==> images/met1.png <==
Bar = 10 µm. Cells faint in the background.
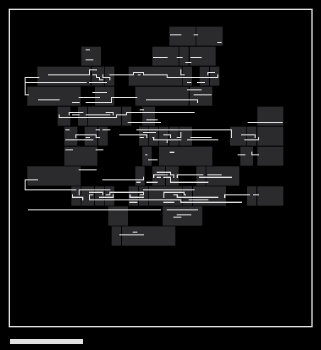
==> images/met2.png <==
Cells faint in the background.
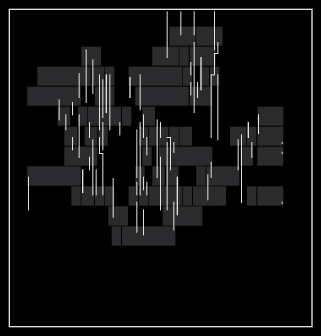
==> images/met3.png <==
Bar = 10 µm. Cells faint in the background.
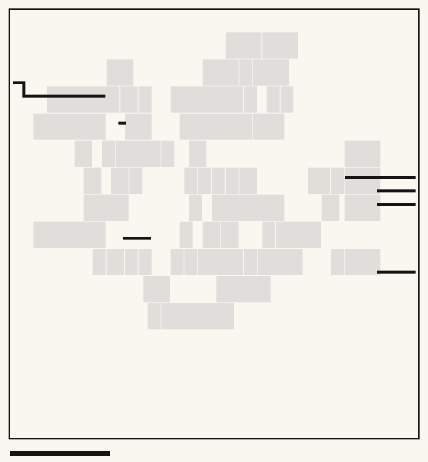
==> images/registers.png <==
Other sequential cells in the stronger gray, the rest of the logic in the fainter gray.
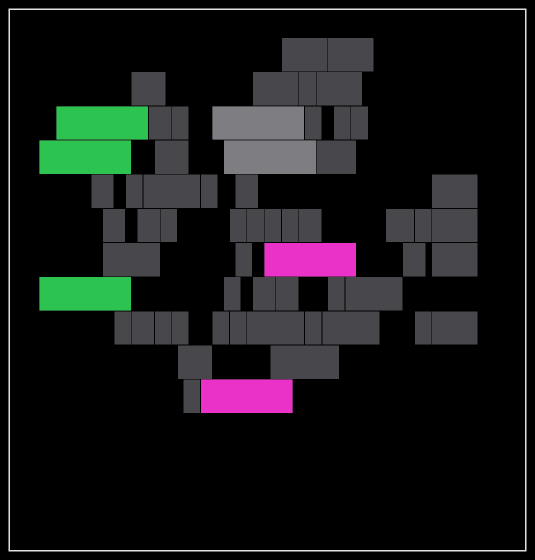
==> images/final_placement.png <==
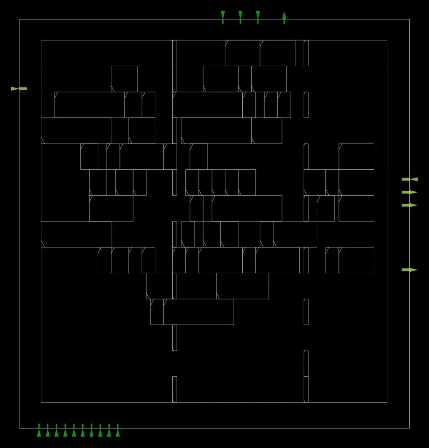
Design uart_tx_framer_flat, sky130hd; sources not shown.
==> results.json <==
{
  "synth_area_per_cell_um2": 7.64,
  "critical-path-top-delay-family": "buffers and inverters",
  "criticalPathCategory": "flip-flop to primary output",
  "run_status": "completed",
  "number_of_flops_mapped_to_enable_cells_by_yosys": 0,
  "synthesis.nets": 69,
  "fp.coreArea_um2": 1380,
  "tritoncts_clock_tree": "yes",
  "synth.top_cells.by_area": "sky130_fd_sc_hd__dfxtp_1, sky130_fd_sc_hd__ha_1, sky130_fd_sc_hd__nand2_1, sky130_fd_sc_hd__inv_1, sky130_fd_sc_hd__a21oi_1",
  "netlist.top_cell.by_area": "sky130_fd_sc_hd__dfxtp_1",
  "met2_wirelength_um": 263,
  "cts-hold-fix-buffers": 0,
  "crit_path_start_kind": "flip-flop",
  "routed_via_density": 4.13,
  "mostFrequentLayoutCell": "sky130_fd_sc_hd__nand2_1",
  "h-tree-depth": 1,
  "power.share.clock_pct": 23.2,
  "clockBufferDepth": 2,
  "slew_at_the_pin_with_the_worst_max_slew_slack_ns": 0.204,
  "fin_crit_ns": 2.06,
  "pwr_density_cell_nw_per_um2": 1030,
  "max_freq_mhz": 486,
  "grt_pass1_wl_um": 972,
  "ys_ff": 7,
  "critical_path_cell_count": 5,
  "top_cells_excl_fill_tap": "sky130_fd_sc_hd__nand2_1, sky130_fd_sc_hd__clkdlybuf4s50_1, sky130_fd_sc_hd__inv_1, sky130_fd_sc_hd__dfxtp_1",
  "cp-end-kind": "primary output",
  "globalplace.congestion": 0.680,
  "clk_root_buffer_cell": "sky130_fd_sc_hd__clkbuf_4",
  "most_frequently_used_cell_type_in_the_post_synthesis_netlist": "sky130_fd_sc_hd__nand2_1",
  "min_path_cells": 2,
  "sw_frac_of_total_pct": 34.5,
  "critPathBufInv": 1,
  "cts_inserted_buffers": 3,
  "slew_headroom_pct": 86.3,
  "drt-wirelength-per-cell_um": 8.13,
  "n_antenna_cell": 0,
  "die_area_um2": 1760,
  "ys_area_um2": 367,
  "maximum_number_of_pins_on_one_net_before_global_route_repair": 7,
  "seq_power_share_pct": 30.6,
  "drtAntennaViolNets": 0,
  "postCtsSetupBuffers": 0,
  "maxUsedRoutingLayer": "met4",
  "worst-path-max-fanout": 3,
  "drt_first_iter_violations": 9,
  "slack_of_the_worst_reg_to_reg_path_ns": 1.01,
  "ys_seq_share_pct": 38.2,
  "total_switching_power_uw": 176,
  "share_of_the_synthesized_area_in_the_top_cell_type_pct": 38.2,
  "clock_transition_at_the_registers_of_the_reported_paths_ns": 0.06,
  "commonest_cells_post_synth": "sky130_fd_sc_hd__nand2_1, sky130_fd_sc_hd__dfxtp_1, sky130_fd_sc_hd__inv_1, sky130_fd_sc_hd__ha_1, sky130_fd_sc_hd__nor2_1",
  "fin_setup_tns_ns": 0,
  "grt_antenna_before_repair": 0,
  "holdCritPathClass": "flip-flop to flip-flop",
  "yosysCellCount": 48,
  "grt_util_all_layers_pct": 8.57,
  "dieWidth_um": 41,
  "io-pin-count": 19,
  "postSynth.topFlopCell": "sky130_fd_sc_hd__dfxtp_1",
  "post_synth_num_cell_types": 12,
  "worst_ep_arrival_time_ns": 1.73
}
## Picture notes: met1.png
longest straight run = 17.9 µm
nets with wire on the layer = 60
wire length on this layer = 312 µm
main direction = horizontal
wire length after detailed routing: 618 µm
grt met1 use: 10.7%
number of vias after detailed routing: 314

## Picture notes: met2.png
main direction = vertical
share of all routed wire = 43%
met2 capacity usage during global routing: 10.6%

## Picture notes: met3.png
longest straight run = 8.00 µm
wire length on this layer = 30.6 µm
share of all routed wire = 5.0%
nets with wire on the layer = 6
met3 track demand over resource: 3.14%

## Picture notes: registers.png
magenta -> u_core.state  # sequential cells 2
green -> u_core.cnt  # sequential cells 3
Power Sequential: 157 µW
share of cell area taken by flip-flops and latches: 28.3%
post-layout util: 35.8%

## Picture notes: final_placement.png
FP Rows: 14
Taps Inserted: 16
flip-flops: 7

## per-stage QoR
stage | setup WS (ns) | utilization, % | hold slack (ns) | total power, µW | area [µm²]
6_report | 0.144 | 35.8 | 0.455 | 511 | 495
5_1_grt | 0.0539 | 35.8 | 0.472 | 551 | 495
4_1_cts | 0.110 | 35.6 | 0.460 | 514 | 493
3_5_place_dp | 0.392 | 33.7 | 0.453 | 396 | 467
3_3_place_gp | 0.381 | 33.7 | 0.449 | 396 | 467
2_1_floorplan | 0.880 | - | 0.392 | 298 | 367
## cells by family after synthesis
group / synth area share [%]
buffers and inverters: 8.19
AND/OR/NAND/NOR: 23.9
AND-OR/OR-AND: 9.21
adder cells (fa/ha/maj): 20.5
flip-flops: 38.2
## metal layers
metal	vias up	track usage (%)
met1	131	10.7
li1	174	-
met4	0	8.00
met5	-	0
met2	7	10.6
met3	2	3.14
## power by group through the flow
stage | sequential, µW | clock (µW) | combinational, µW
finish | 157 | 119 | 236
global route | 159 | 128 | 264
CTS | 156 | 120 | 238
detailed placement | 159 | 0 | 237
global placement | 159 | 0 | 237
floorplan | 157 | 0 | 141
## worst reg2reg max path: stages, from the launching register on
cell	delay, ns
sky130_fd_sc_hd__dfxtp_1	0.35
sky130_fd_sc_hd__inv_1	0.08
sky130_fd_sc_hd__ha_1	0.36
sky130_fd_sc_hd__inv_2	0.12
sky130_fd_sc_hd__nand2_1	0.05
sky130_fd_sc_hd__nand2_1	0.06
sky130_fd_sc_hd__a21oi_2	0.05
## layout make-up
type,instances,area (µm²)
Fill cell,147,888
Multi-Input combinational cell,33,199
Sequential cell,7,140
Timing Repair Buffer,8,80.1
Inverter,8,30.0
Clock buffer,4,26.3
Tap cell,16,20.0
Power and IR drop assume default switching activity.
